Fig. 1: run 1, cells by drive strength
Drawn at 2 px/micron.
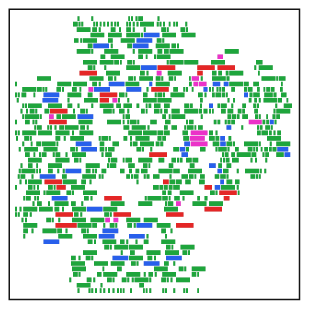
Fig. 2: run 1, placement view
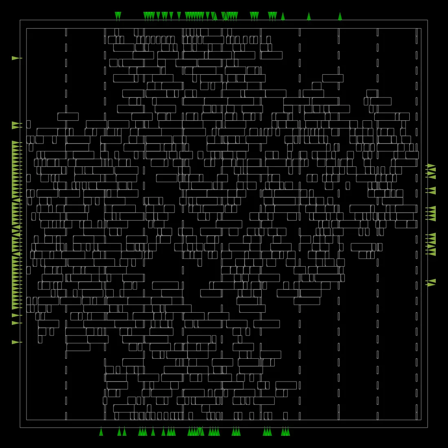
Fig. 3: run 1, floorplan with the power grid
Drawn at 3 px/micron. Pins as bars on the die edge.
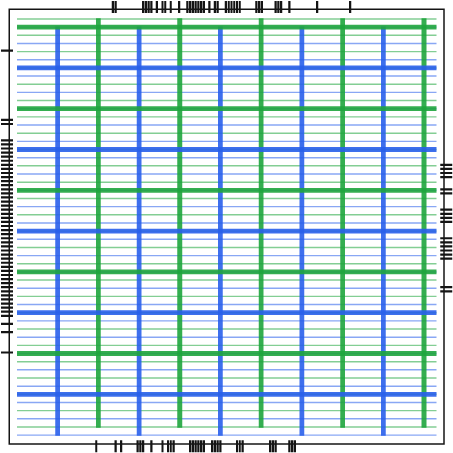
Fig. 4: run 1, wire density map
Drawn at 2 px/micron. 29 x 29 tiles, from dark purple (low) to yellow (high), scaled to the fullest tile. Values are wire area over tile area, all layers added.
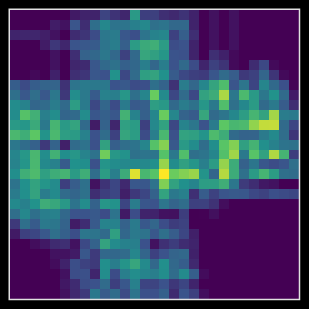
===== config.mk =====
export PLATFORM = sky130hd
export DESIGN_NAME = tx_frame_controller
export DESIGN_NICKNAME = d
export VERILOG_FILES = /design/src/rtl/tx_frame_controller.sv
export SDC_FILE = /design/constraint.sdc
export NUM_CORES = 1
export LEC_CHECK = 0
export CORE_MARGIN = 2
export CORE_UTILIZATION = 35
export DETAILED_ROUTE_END_ITERATION = 10
export DONT_BUFFER_PORTS = 1
export HOLD_SLACK_MARGIN = 0.12
export SLEW_MARGIN = 0
export SYNTH_ARGS = -nofsm -noshare
export SYNTH_HDL_FRONTEND = slang
export SYNTH_SLANG_ARGS = --single-unit
export TNS_END_PERCENT = 20

===== constraint.sdc =====
create_clock -name clk -period 6 [get_ports clk]
set_clock_uncertainty 0.1 [all_clocks]
set_input_delay 1.2 -clock clk [delete_from_list [all_inputs] [get_ports clk]]
set_output_delay 1.2 -clock clk [all_outputs]
set_load 0.02 [all_outputs]

===== src/rtl/tx_frame_controller.sv =====
// Ethernet transmit sequencer: streams a 14-byte header, the buffered payload,
// then zero padding up to the minimum payload size onto an AXI-Stream byte port.
module tx_frame_controller #(
  parameter int MIN_PAYLOAD = 46,
  parameter int MAX_PAYLOAD = 1500
) (
  input  logic        clk,
  input  logic        rst_n,
  input  logic        tx_start,
  input  logic [47:0] dst_mac,
  input  logic [47:0] src_mac,
  input  logic [10:0] payload_len,
  input  logic [7:0]  btx_data,
  input  logic        btx_empty,
  output logic        btx_rd_en,
  output logic [7:0]  tx_axis_tdata,
  output logic        tx_axis_tvalid,
  output logic        tx_axis_tlast,
  input  logic        tx_axis_tready,
  output logic        tx_busy,
  output logic        tx_done,
  output logic        tx_err
);

  localparam logic [10:0] MIN_LEN  = 11'(MIN_PAYLOAD);
  localparam logic [10:0] MAX_LEN  = 11'(MAX_PAYLOAD);
  localparam logic [5:0]  PAD_LAST = 6'(MIN_PAYLOAD - 1);

  typedef enum logic [2:0] {
    S_IDLE,
    S_HDR,
    S_PAYLOAD,
    S_PAD,
    S_DONE
  } state_t;

  state_t      state_q, state_d;
  logic [47:0] dst_q, src_q;
  logic [10:0] len_q;
  logic [3:0]  hdr_cnt_q, hdr_cnt_d;
  logic [10:0] pay_cnt_q, pay_cnt_d;
  logic [5:0]  pad_cnt_q, pad_cnt_d;
  logic        busy_q, done_q, err_q, err_d;
  logic        start_ok, short_frame, last_pay;
  logic [7:0]  hdr_bytes [16];

  assign start_ok    = tx_start && (payload_len != 11'd0) && (payload_len <= MAX_LEN);
  assign short_frame = len_q < MIN_LEN;
  assign last_pay    = pay_cnt_q == (len_q - 11'd1);

  // Header byte table, addressed directly by hdr_cnt (entries 14/15 never selected).
  for (genvar gi = 0; gi < 6; gi++) begin : g_mac_bytes
    assign hdr_bytes[gi]     = dst_q[47-8*gi -: 8];
    assign hdr_bytes[gi + 6] = src_q[47-8*gi -: 8];
  end
  assign hdr_bytes[12] = {5'b0, len_q[10:8]};
  assign hdr_bytes[13] = len_q[7:0];
  assign hdr_bytes[14] = 8'h00;
  assign hdr_bytes[15] = 8'h00;

  always_comb begin
    state_d        = state_q;
    hdr_cnt_d      = hdr_cnt_q;
    pay_cnt_d      = pay_cnt_q;
    pad_cnt_d      = pad_cnt_q;
    err_d          = 1'b0;
    tx_axis_tdata  = 8'h00;
    tx_axis_tvalid = 1'b0;
    tx_axis_tlast  = 1'b0;
    btx_rd_en      = 1'b0;
    unique case (state_q)
      S_IDLE: begin
        if (start_ok) begin
          state_d   = S_HDR;
          hdr_cnt_d = 4'd0;
          pay_cnt_d = 11'd0;
          pad_cnt_d = 6'd0;
        end else if (tx_start) begin
          err_d = 1'b1;
        end
      end
      S_HDR: begin
        tx_axis_tdata  = hdr_bytes[hdr_cnt_q];
        tx_axis_tvalid = 1'b1;
        if (tx_axis_tready) begin
          if (hdr_cnt_q == 4'd13) state_d = S_PAYLOAD;
          else                    hdr_cnt_d = hdr_cnt_q + 4'd1;
        end
      end
      S_PAYLOAD: begin
        // The FWFT head byte only changes on a pop, so it is stable through stalls.
        tx_axis_tdata  = btx_data;
        tx_axis_tvalid = !btx_empty;
        tx_axis_tlast  = !btx_empty && last_pay && !short_frame;
        btx_rd_en      = !btx_empty && tx_axis_tready;
        if (btx_rd_en) begin
          pay_cnt_d = pay_cnt_q + 11'd1;
          if (last_pay) begin
            if (short_frame) begin
              state_d   = S_PAD;
              pad_cnt_d = len_q[5:0];
            end else begin
              state_d = S_DONE;
            end
          end
        end
      end
      S_PAD: begin
        tx_axis_tvalid = 1'b1;
        tx_axis_tlast  = pad_cnt_q == PAD_LAST;
        if (tx_axis_tready) begin
          if (pad_cnt_q == PAD_LAST) state_d = S_DONE;
          else                       pad_cnt_d = pad_cnt_q + 6'd1;
        end
      end
      S_DONE: state_d = S_IDLE;
      default: state_d = S_IDLE;
    endcase
  end

  always_ff @(posedge clk) begin
    if (!rst_n) begin
      state_q   <= S_IDLE;
      dst_q     <= '0;
      src_q     <= '0;
      len_q     <= '0;
      hdr_cnt_q <= '0;
      pay_cnt_q <= '0;
      pad_cnt_q <= '0;
      busy_q    <= 1'b0;
      done_q    <= 1'b0;
      err_q     <= 1'b0;
    end else begin
      state_q   <= state_d;
      hdr_cnt_q <= hdr_cnt_d;
      pay_cnt_q <= pay_cnt_d;
      pad_cnt_q <= pad_cnt_d;
      busy_q    <= state_d != S_IDLE;
      done_q    <= state_d == S_DONE;
      err_q     <= err_d;
      if (state_q == S_IDLE && start_ok) begin
        dst_q <= dst_mac;
        src_q <= src_mac;
        len_q <= payload_len;
      end
    end
  end

  assign tx_busy = busy_q;
  assign tx_done = done_q;
  assign tx_err  = err_q;

endmodule


==> run_results.csv, run 1 <==
group,metric,value,unit
power_and_ir_drop,power-per-cell-area,299,nW/um^2
power_and_ir_drop,sw_frac_of_total,27.2,%
final_timing,setup_violations,0,
run_status,run_status,"completed",
yosys,synth.cells.most_frequent,"sky130_fd_sc_hd__nand2_1 (242), sky130_fd_sc_hd__dfxtp_1 (134), sky130_fd_sc_hd__a21boi_0 (108)",
yosys,synth-cells-yosys,813,
worst_setup_path,setup.reg_to_reg.worst_slack,2980,ps
drt,postRouteAntennaNets,0,
power_and_ir_drop,power_sequential,993,uW
yosys,post_synth_xor_area_fraction,3.30,%
clock_network,clk_latency,410,ps
yosys,post_synthesis_instance_total,813,
worst_setup_path,critPathTopFamily,"AND-OR/OR-AND gates",
final_layout,clock_tree_area_fraction,7.58,%
yosys,synthTopLogicFamily,"simple AND/OR/NAND/NOR gates",
clock_network,cts_tree,"done",
clock_network,cts.repair.resized,0,
final_layout,lay_top_count,"sky130_fd_sc_hd__nand2_1",
final_timing,finalSetupTns,0,ps
placed_design,gp_congestion,0.887,
yosys,synthFlopType,"sky130_fd_sc_hd__dfxtp_1",
clock_network,cts.root.buffer_cell,"sky130_fd_sc_hd__clkbuf_16",
worst_setup_path,crit-reg2reg-launch,"hdr_cnt_q[1]$_SDFFE_PN0P_",
clock_network,cts-buffers-inserted,17,
placed_design,portBuffers,0,
power_and_ir_drop,share_comb_of_total_power,11.5,%
worst_setup_path,startpoint_type,"flip-flop",
final_timing,tightestPinTransition,1150,ps
worst_setup_path,worst_r2r_endpoint,"hdr_cnt_q[3]$_SDFFE_PN0P_",
yosys,post-synth-top-count-cell,"sky130_fd_sc_hd__nand2_1",
final_layout,final.clkbuf_count,20,
final_layout,ff_latch_area,2680,sq um
clock_network,worst_setup_hold_path_clk_slew,60,ps
worst_setup_path,cp_data_required_time,4700,ps
clock_network,cts.path.max_buffers,2,
grt,grt_first_pass_wirelength,29300,microns
power_and_ir_drop,report.power.total,2270,uW
worst_setup_path,worstPathArrival,3210,ps
worst_setup_path,critical_path.max_stage_delay,760,ps
final_layout,area.share.combinational,51.8,%
yosys,synth_top_area_share,38.9,%
final_layout,final_layout_size_suffix_gt1_share,10.5,%
worst_setup_path,cp-startpoint,"len_q[0]$_SDFFE_PN0P_",
drt,detailedRoute.firstIterationViolations,367,
worst_setup_path,critical_path.max_fanout,12,
yosys,synth-async-reset-ratio,0,%
worst_setup_path,reg2reg_depth,9,
clock_network,post_cts.repair.setup_buffers,0,
clock_network,hold_buffers,0,
final_layout,fraction_of_cell_area_in_non_clock_buffers,0.297,%
placed_design,placedInstanceArea,7010,sq um
final_layout,fillerInstances,2020,
floorplanning,init_core_util,35.6,%
final_layout,share_of_the_final_layout_cell_area_in_sequential_cells,35.4,%
worst_setup_path,worst_setup_path_end,"tx_axis_tlast",
power_and_ir_drop,power.leakage,0.00267,uW
worst_setup_path,crit_buf_inv,1,
grt,all_layer_gr_usage,18.8,%
yosys,mappedNetlistNets,939,
final_timing,fmax,222,MHz
grt,antenna_found_initial,0,
yosys,post_synth_mux_area_share,10.0,%
drt,drt_drc_violations_left,0,
final_layout,nets,904,
yosys,mean_syn_cell_area,8.49,sq um
power_and_ir_drop,biggest_consumer,"the clock network",
power_and_ir_drop,seq_power_share,43.8,%
clock_network,cts_sinks,134,
drt,routed_via_density,5.16,
final_timing,min_period_over_period,75.2,%
grt,gr-total-overflow,0,
hold_path,timing.hold.worst.class,"reg -> reg",
grt,grt_pass1_vias,5241,
clock_network,ctsHtreeMaxLevel,4,
yosys,yosysChipArea,6900,sq um
yosys,synth.yosys.warnings,0,
final_timing,final-hold-violation-count,0,
final_layout,antenna_cells,0,
yosys,edf_count,0,
final_layout,final.signal_inverter_count,11,
yosys,synth_compound_gate_area_share,19.7,%
flow_run,stage_log_warnings,34,
final_layout,combGateArea,3930,sq um
placed_design,placed_insts,1024,
drt,detailedRoute.firstPassIterationCount,4,
worst_setup_path,worst_setup_path_end_kind,"output port",
floorplanning,chipArea,20900,sq um
hold_path,hold_start,"dst_q[35]$_SDFFE_PN0P_",
yosys,synth_flops,134,
yosys,synthDistinctLibCells,66,
final_layout,layout_top_cells_excl_fill_tap,"sky130_fd_sc_hd__nand2_1 (241), sky130_fd_sc_hd__dfxtp_1 (133), sky130_fd_sc_hd__a21boi_0 (108), sky130_fd_sc_hd__nor2_1 (47), sky130_fd_sc_hd__mux4_2 (24)",
final_timing,rsz0062_at_grt,"no",
final_layout,comb.multi_input.count,611,
yosys,top_area_cell,"sky130_fd_sc_hd__dfxtp_1",
power_and_ir_drop,intPower,1650,uW
flow_run,maxCapViolations,0,
yosys,syn-cell-area,6900,sq um
floorplanning,ioPinCount,134,
yosys,area_leaders,"sky130_fd_sc_hd__dfxtp_1 (39%), sky130_fd_sc_hd__nand2_1 (13%), sky130_fd_sc_hd__a21boi_0 (12%), sky130_fd_sc_hd__mux4_2 (7.8%), sky130_fd_sc_hd__xor2_1 (2.8%)",
final_layout,numSequentialCells,134,
yosys,synth_seq_share,38.9,%
worst_setup_path,crit_path_top_delay_cell,"sky130_fd_sc_hd__o32ai_1",
final_timing,relative_slew_slack,23.6,%
power_and_ir_drop,power.combinational.total,260,uW
yosys,synth_simple_gate_area_share,22.8,%
worst_setup_path,critical_path_cell_count,7,
grt,grt_start_max_net_pins,125,
worst_setup_path,critical_path.cell_chain,"inv_1 > ha_1 > or4_1 > a311o_1 > nand2_1 > nand3_1 > o32ai_1",
yosys,synth.cellmix.adderShare,1.09,%
placed_design,place.detailed.hpwl,13600,microns
hold_path,hold_end,"dst_q[35]$_SDFFE_PN0P_",
power_and_ir_drop,clock_power,1010,uW
final_layout,layout.area.top_class,"multi-input combinational cells",
worst_setup_path,path_class,"reg -> out",
final_timing,finalWorstPathRequiredPeriod,4510,ps
power_and_ir_drop,share_clk_of_total_power,44.7,%
power_and_ir_drop,net-switching-power,617,uW
final_timing,report.final.slew_viol_count,0,
hold_path,hold_depth,2,
About Fig. 1:
drive 1 or less -> green  # cells 708, share 90%, most used nand2_1
drive 6 and up -> red  # cells 24, share 3.0%, most used clkbuf_16
drive 2 -> blue  # cells 44, share 5.6%, most used mux4_2
drive 3 to 4 -> magenta  # cells 15, share 1.9%, most used clkinvlp_4
worst setup slack after layout: 1490 ps
Finished Cell Area: 7590 sq um
Repair and plain buffers: 3
Area growth syn-to-layout: 9.95%

About Fig. 2:
num rows: 51
Tapcells: 265
Floorplan Core Area: 19400 sq um
non-filler instance count after layout: 1056

About Fig. 3:
VDD -> green
VSS -> blue
signal pins = 134
met5 straps = 10
met4 straps = 10
horizontal die dimension: 144 microns
maximum VDD drop: 0.000191 V
Die Height: 144 microns

About Fig. 4:
emptiest ninth of the die = bottom right
tiles over half the peak = 17%
mean over tiles = 0.15
total wire length: 19000 microns
total number of vias: 5452
average wire length per cell after detail routing: 18.0 microns

[run 1: layer usage]
metal  vias to the layer above  part of all wire (%)  track usage [%]
li1                       2739                     -                -
met1                      2565                    46             25.2
met2                       133                    46             29.2
met3                        15                   7.2             6.06
met4                         0                   1.2             4.91
met5                         -                     0                0
[run 1: through the flow]
stage	hold slack [ps]	utilization, %	worst slack (ps)
6_report	360	39.1	1490
5_1_grt	383	39.1	1230
4_1_cts	362	39.1	1510
3_5_place_dp	354	36.2	1980
3_3_place_gp	348	36.2	2030
2_1_floorplan	340	-	2190
[run 1: sequential cells by signal, summed over array words and instances (netlist names)]
register   cells
dst_q         48
hdr_cnt_q      4
len_q         11
pad_cnt_q      6
pay_cnt_q     11
src_q         48
state_q        3
tx_busy        1
tx_done        1
tx_err         1
Fig. 5: run 1, zoomed window
Region (47, 76) to (97, 126) microns. Cells in gray, sequential cells in the stronger gray; small squares are vias.
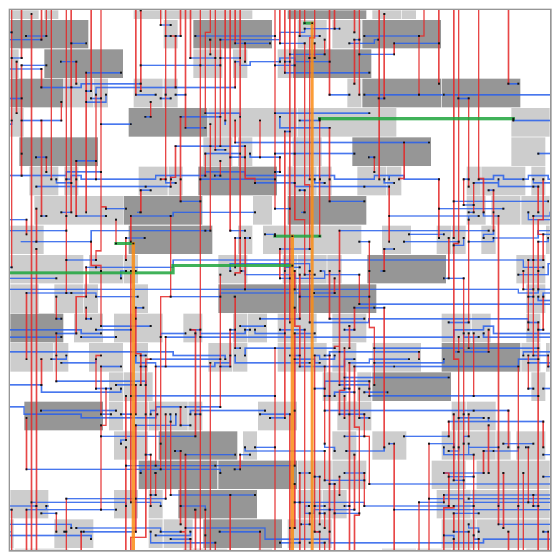

==> run 2: changes to the inputs <==
- clock period: 6 -> 3.9 ns (I/O delays scaled with it)
Fig. 6: run 2, zoomed window
Region (47, 76) to (97, 126) microns. Cells in gray, sequential cells in the stronger gray; small squares are vias.
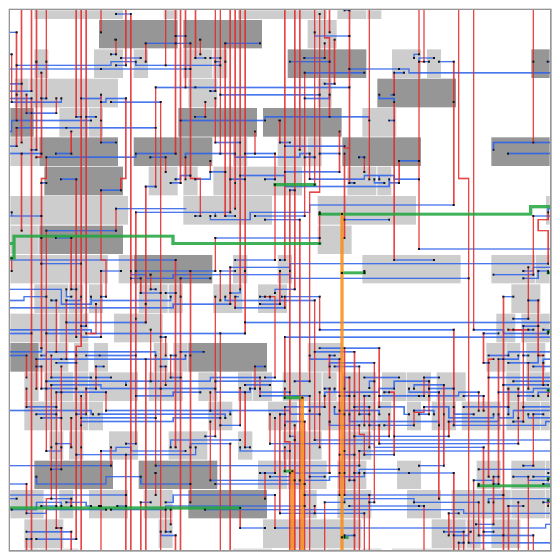
met4 -> orange
met3 -> green
met2 -> red
met1 -> blue
sequential cells in the window = 17
most frequent = nand2_1 (23), dfxtp_1 (16), a21boi_0 (13)
cells with their middle in the window = 129
netlist names of flops here include = src_q (10), hdr_cnt_q (3), len_q (3)

Fig. 7: run 2, cells by drive strength
Drawn at 2 px/micron.
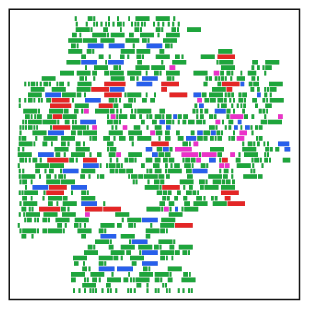
drive 2 -> blue  # cells 47, share 5.8%, most used mux4_2
drive 6 and up -> red  # cells 28, share 3.5%, most used clkbuf_16
drive 3 to 4 -> magenta  # cells 24, share 3.0%, most used buf_4
drive 1 or less -> green  # cells 705, share 88%, most used nand2_1
Finished Cell Area: 7780 sq um
Repair and plain buffers: 16
worst setup slack after layout: 90.2 ps
Area growth syn-to-layout: 12.8%

==> run_results.csv, run 2 <==
group,metric,value,unit
final_layout,ff_latch_area,2690,sq um
drt,dr_total_vias,5595,
final_layout,area.share.combinational,50.7,%
final_layout,final.signal_inverter_count,11,
yosys,yosysChipArea,6900,sq um
yosys,synth-async-reset-ratio,0,%
grt,grt_pass1_vias,5252,
final_layout,layout.area.top_class,"multi-input combinational cells",
power_and_ir_drop,sw_frac_of_total,25.9,%
drt,m1WireLength,8850,microns
floorplanning,floorplan_core_area,19400,sq um
flow_run,maxCapViolations,0,
yosys,synth-cells-yosys,813,
power_and_ir_drop,share_comb_of_total_power,12.0,%
worst_setup_path,cp-startpoint,"len_q[6]$_SDFFE_PN0P_",
worst_setup_path,worst_r2r_endpoint,"hdr_cnt_q[3]$_SDFFE_PN0P_",
power_and_ir_drop,power.combinational.total,441,uW
worst_setup_path,crit_path_top_delay_cell,"sky130_fd_sc_hd__or4_1",
clock_network,worst_setup_hold_path_clk_slew,60,ps
worst_setup_path,cp_data_required_time,3020,ps
final_timing,finalSetupTns,0,ps
placed_design,portBuffers,0,
yosys,mappedNetlistNets,939,
clock_network,cts.repair.resized,1,
power_and_ir_drop,biggest_consumer,"the clock network",
drt,postRouteAntennaNets,0,
worst_setup_path,path_class,"reg -> out",
drt,detailroute.wirelength.met3,1370,microns
hold_path,timing.hold.worst.class,"reg -> reg",
worst_setup_path,critPathTopFamily,"simple AND/OR/NAND/NOR gates",
grt,antenna_found_initial,0,
grt,grt.met3_usage,6.06,%
hold_path,hold_depth,2,
final_layout,finalCoreUtilization,40.1,%
yosys,synth_flops,134,
power_and_ir_drop,clock_power,1730,uW
placed_design,gp_congestion,0.863,
final_timing,worst_hold_slack,359,ps
worst_setup_path,startpoint_type,"flip-flop",
grt,grt_most_used_layer,"met2",
hold_path,hold_end,"src_q[38]$_SDFFE_PN0P_",
final_timing,setup_violations,0,
yosys,mean_syn_cell_area,8.49,sq um
yosys,area_leaders,"sky130_fd_sc_hd__dfxtp_1 (39%), sky130_fd_sc_hd__nand2_1 (13%), sky130_fd_sc_hd__a21boi_0 (12%), sky130_fd_sc_hd__mux4_2 (7.8%), sky130_fd_sc_hd__xor2_1 (2.8%)",
floorplanning,die_width,144,microns
yosys,synthFlopType,"sky130_fd_sc_hd__dfxtp_1",
final_timing,final-hold-violation-count,0,
worst_setup_path,crit_buf_inv,1,
run_status,run_status,"completed",
floorplanning,floorplan.tapcells,265,
worst_setup_path,setup.reg_to_reg.worst_slack,1190,ps
yosys,edf_count,0,
yosys,synth.cells.most_frequent,"sky130_fd_sc_hd__nand2_1 (242), sky130_fd_sc_hd__dfxtp_1 (134), sky130_fd_sc_hd__a21boi_0 (108)",
drt,detail_route.wirelength,19400,microns
drt,route.top_layer_used,"met4",
final_layout,share_of_the_final_layout_cell_area_in_sequential_cells,34.5,%
final_layout,reg.largest.list,"dst_q x48, src_q x48",
final_timing,tightestPinTransition,839,ps
yosys,top_area_cell,"sky130_fd_sc_hd__dfxtp_1",
clock_network,clk_latency,410,ps
floorplanning,die_h,144,microns
clock_network,hold_buffers,0,
grt,gr-total-overflow,0,
drt,detailedRoute.firstPassIterationCount,4,
power_and_ir_drop,power_sequential,1510,uW
worst_setup_path,worst_setup_path_end,"tx_axis_tlast",
worst_setup_path,critical_path.max_stage_delay,600,ps
clock_network,cts.root.buffer_cell,"sky130_fd_sc_hd__clkbuf_16",
final_layout,comb.multi_input.count,611,
final_layout,final.clkbuf_count,19,
final_timing,rsz0062_at_grt,"no",
final_layout,final_layout_size_suffix_gt1_share,12.3,%
yosys,post_synthesis_instance_total,813,
final_layout,lay_top_count,"sky130_fd_sc_hd__nand2_1",
final_layout,layout_top_cells_excl_fill_tap,"sky130_fd_sc_hd__nand2_1 (241), sky130_fd_sc_hd__dfxtp_1 (132), sky130_fd_sc_hd__a21boi_0 (108), sky130_fd_sc_hd__nor2_1 (47), sky130_fd_sc_hd__mux4_2 (24)",
flow_run,stage_log_warnings,30,
grt,groute.layer.met1.usage,25.5,%
clock_network,cts.path.max_buffers,2,
final_timing,min_period_over_period,97.7,%
drt,routed_via_density,5.23,
power_and_ir_drop,share_clk_of_total_power,47.0,%
hold_path,hold_start,"src_q[38]$_SDFFE_PN0P_",
worst_setup_path,critical_path.cell_chain,"or4_1 > xor2_1 > a41oi_1 > nor4b_4 > and2_1 > nand3_1 > o32ai_2 > buf_4",
yosys,synthDistinctLibCells,66,
grt,grt_start_max_net_pins,125,
clock_network,cts_sinks,134,
drt,average_wire_length_per_cell_after_detail_routing,18.2,microns
final_layout,nets,917,
yosys,synth_top_area_share,38.9,%
final_layout,numSequentialCells,134,
floorplanning,ioPinCount,134,
worst_setup_path,reg2reg_depth,10,
yosys,post-synth-top-count-cell,"sky130_fd_sc_hd__nand2_1",
final_timing,relative_slew_slack,43.8,%
drt,routed-wl-met2,8910,microns
worst_setup_path,worstPathArrival,2930,ps
power_and_ir_drop,power-per-cell-area,474,nW/um^2
worst_setup_path,worst_setup_path_end_kind,"output port",
power_and_ir_drop,power.leakage,0.00278,uW
grt,all_layer_gr_usage,19.0,%
final_timing,finalWorstPathRequiredPeriod,3810,ps
clock_network,ctsHtreeMaxLevel,4,
power_and_ir_drop,intPower,2730,uW
yosys,syn-cell-area,6900,sq um
worst_setup_path,critical_path_cell_count,8,
placed_design,place.detailed.hpwl,14100,microns
final_layout,fillerInstances,2021,
final_layout,fraction_of_cell_area_in_non_clock_buffers,1.86,%
floorplanning,init_core_util,35.6,%
drt,detailedRoute.firstIterationViolations,372,
floorplanning,fp-row-count,51,
clock_network,post_cts.repair.setup_buffers,0,
power_and_ir_drop,seq_power_share,41.1,%
Fig. 8: run 2, floorplan with the power grid
Drawn at 3 px/micron. Pins as bars on the die edge.
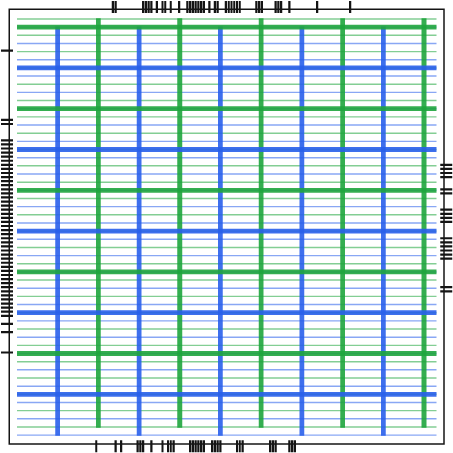
VSS -> blue
VDD -> green
met1 rails = 52
signal pins = 134
met4 straps = 10
rows = 51
maximum VDD drop: 0.000322 V

## run 2: cell counts after synthesis
Identical to the previous run, type by type.
## run 2: through the flow
| stage | power, uW | instance area [sq um] | setup slack, ps | instances |
|---|---|---|---|---|
| after global routing | 3850 | 7780 | 15.9 | 1069 |
| after global placement | 1980 | 7130 | 452 | 1036 |
| after detailed placement | 1990 | 7130 | 460 | 1036 |
| after floorplan | 1870 | 6900 | 513 | 813 |
| after CTS | 3730 | 7760 | 31.2 | 1068 |
| final | 3690 | 7780 | 90.2 | 1069 |
## run 2: cell families after synthesis
family / Yosys count / synth area share, %
xor+xnor: 26 / 3.30
flops: 134 / 38.9
fa+ha+maj: 6 / 1.09
simple gates: 359 / 22.8
compound gates: 181 / 19.7
mux: 39 / 10.0
buf+inv: 68 / 4.31
Fig. 9: run 2, wire density map
Drawn at 2 px/micron. 29 x 29 tiles, from dark purple (low) to yellow (high), scaled to the fullest tile. Values are wire area over tile area, all layers added.
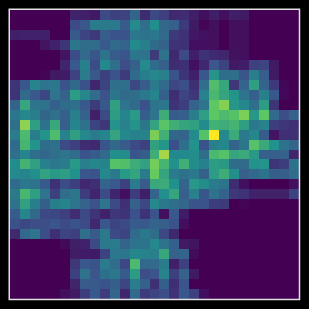

==> run 3: changes to the inputs <==
- SKIP_LAST_GASP: unset -> 1
- clock period: 3.9 -> 4.6 ns (I/O delays scaled with it)
Fig. 10: run 3, wire density map
Drawn at 2 px/micron. 29 x 29 tiles, from dark purple (low) to yellow (high), scaled to the fullest tile. Values are wire area over tile area, all layers added.
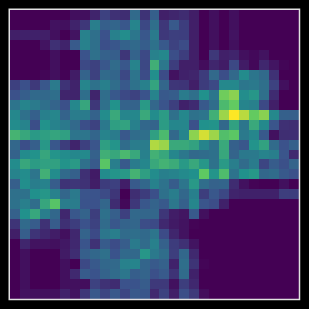
emptiest ninth of the die = bottom right
mean over tiles = 0.15
tiles over half the peak = 11%
nearly empty tiles = 23%
densest ninth of the die = middle
average wire length per cell after detail routing: 18.1 microns
total number of vias: 5528
All-Layer GR Usage: 18.8%

Fig. 11: run 3, cells by drive strength
Drawn at 2 px/micron.
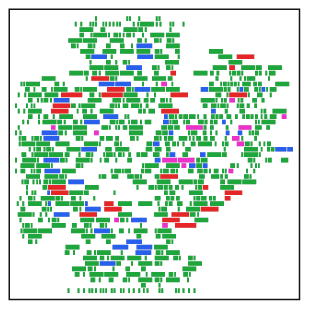
drive 2 -> blue  # cells 46, share 5.8%, most used mux4_2
drive 3 to 4 -> magenta  # cells 15, share 1.9%, most used buf_4
drive 6 and up -> red  # cells 25, share 3.2%, most used clkbuf_16
drive 1 or less -> green  # cells 707, share 89%, most used nand2_1
worst setup slack after layout: 565 ps
Area growth syn-to-layout: 10.7%

==> run_results.csv, run 3 <==
group,metric,value,unit
worst_setup_path,startpoint_type,"flip-flop",
worst_setup_path,critical_path_cell_count,8,
final_layout,antenna_cells,0,
floorplanning,chipArea,20900,sq um
yosys,synth_seq_share,38.9,%
grt,gr-total-overflow,0,
yosys,post-synth-top-count-cell,"sky130_fd_sc_hd__nand2_1",
final_layout,nets,906,
final_layout,lay_top_count,"sky130_fd_sc_hd__nand2_1",
worst_setup_path,worstPathArrival,3020,ps
clock_network,ctsHtreeMaxLevel,4,
final_layout,non_clock_buffer_count,5,
drt,postRouteAntennaNets,0,
worst_setup_path,crit_path_top_delay_cell,"sky130_fd_sc_hd__or4_1",
run_status,run_status,"completed",
final_layout,fillerInstances,2021,
placed_design,portBuffers,0,
floorplanning,floorplan_core_area,19400,sq um
final_layout,area.share.combinational,51.5,%
final_layout,layout_top_cells_excl_fill_tap,"sky130_fd_sc_hd__nand2_1 (241), sky130_fd_sc_hd__dfxtp_1 (133), sky130_fd_sc_hd__a21boi_0 (108), sky130_fd_sc_hd__nor2_1 (47), sky130_fd_sc_hd__mux4_2 (24)",
worst_setup_path,critical_path.cell_chain,"inv_1 > ha_1 > or4_1 > a311o_1 > nand2_1 > nand3_1 > o32ai_1 > buf_4",
drt,detailedRoute.firstPassIterationCount,5,
power_and_ir_drop,power-per-cell-area,400,nW/um^2
floorplanning,die_width,144,microns
yosys,synthDistinctLibCells,66,
floorplanning,ioPinCount,134,
placed_design,gp_congestion,0.875,
clock_network,clk_latency,430,ps
yosys,mappedNetlistNets,939,
yosys,synth_compound_gate_area_share,19.7,%
power_and_ir_drop,report.power.total,3060,uW
hold_path,hold_end,"src_q[11]$_SDFFE_PN0P_",
yosys,synth_flops,134,
drt,drt_drc_violations_left,0,
final_timing,finalWorstPathRequiredPeriod,4040,ps
worst_setup_path,critical_path.max_fanout,12,
final_layout,comb.multi_input.count,611,
yosys,synth-cells-yosys,813,
final_layout,final.signal_inverter_count,11,
final_timing,final-hold-violation-count,0,
final_layout,share_of_the_final_layout_cell_area_in_sequential_cells,35.1,%
flow_run,maxCapViolations,0,
grt,antenna_found_initial,0,
power_and_ir_drop,power.leakage,0.00272,uW
worst_setup_path,worst_r2r_endpoint,"hdr_cnt_q[3]$_SDFFE_PN0P_",
final_layout,fraction_of_cell_area_in_non_clock_buffers,0.491,%
yosys,synth-async-reset-ratio,0,%
hold_path,timing.hold.worst.class,"reg -> reg",
grt,groute.layer.met1.usage,24.6,%
yosys,syn-cell-area,6900,sq um
grt,gr-usage-met2,29.5,%
yosys,synth_top_area_share,38.9,%
grt,grt_most_used_layer,"met2",
clock_network,cts.root.buffer_cell,"sky130_fd_sc_hd__clkbuf_16",
worst_setup_path,cp_data_required_time,3580,ps
final_timing,report.final.slew_viol_count,0,
final_timing,fmax,248,MHz
final_layout,ff_latch_area,2680,sq um
clock_network,cts.path.max_buffers,2,
yosys,synthTopLogicFamily,"simple AND/OR/NAND/NOR gates",
final_layout,layout.area.top_class,"multi-input combinational cells",
yosys,synth.cellmix.adderShare,1.09,%
placed_design,placedInstanceArea,7030,sq um
clock_network,cts_sinks,134,
clock_network,cts_tree,"done",
drt,detailedRoute.firstIterationViolations,340,
Fig. 12: run 3, floorplan with the power grid
Drawn at 3 px/micron. Pins as bars on the die edge.
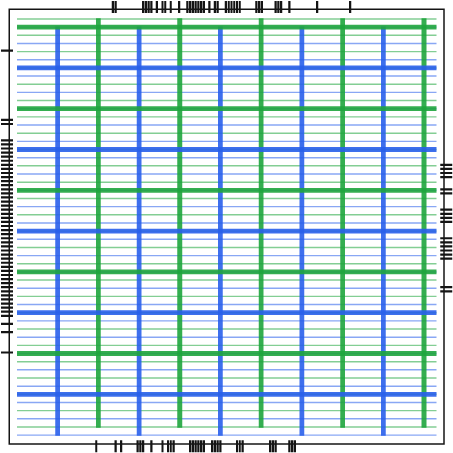
VSS -> blue
VDD -> green
signal pins = 134
met4 straps = 10
met5 straps = 10
met1 rails = 52
rows = 51
maximum VDD drop: 0.000239 V

## run 3: per-stage QoR
step | hold slack [ps] | util (%) | setup WS, ps | std cells
after detailed placement | 355 | 36.2 | 1080 | 1026
after CTS | 363 | 39.4 | 604 | 1058
after global placement | 347 | 36.2 | 1090 | 1026
after global routing | 374 | 39.4 | 373 | 1058
final | 359 | 39.4 | 565 | 1058
after floorplan | 340 | - | 1070 | 813
## run 3: routing by layer
layer / wire length [microns] / vias up / share of wire, %
met5: 0 / - / 0
met4: 333 / 0 / 1.7
met3: 1400 / 21 / 7.3
met2: 8810 / 157 / 46
met1: 8570 / 2605 / 45
li1: - / 2745 / -
## run 3: where the power goes
part	switching [uW]	internal, uW
registers	68.0	1230
clock network	551	873
logic	194	147
Power is estimated from default activity; no workload was simulated.
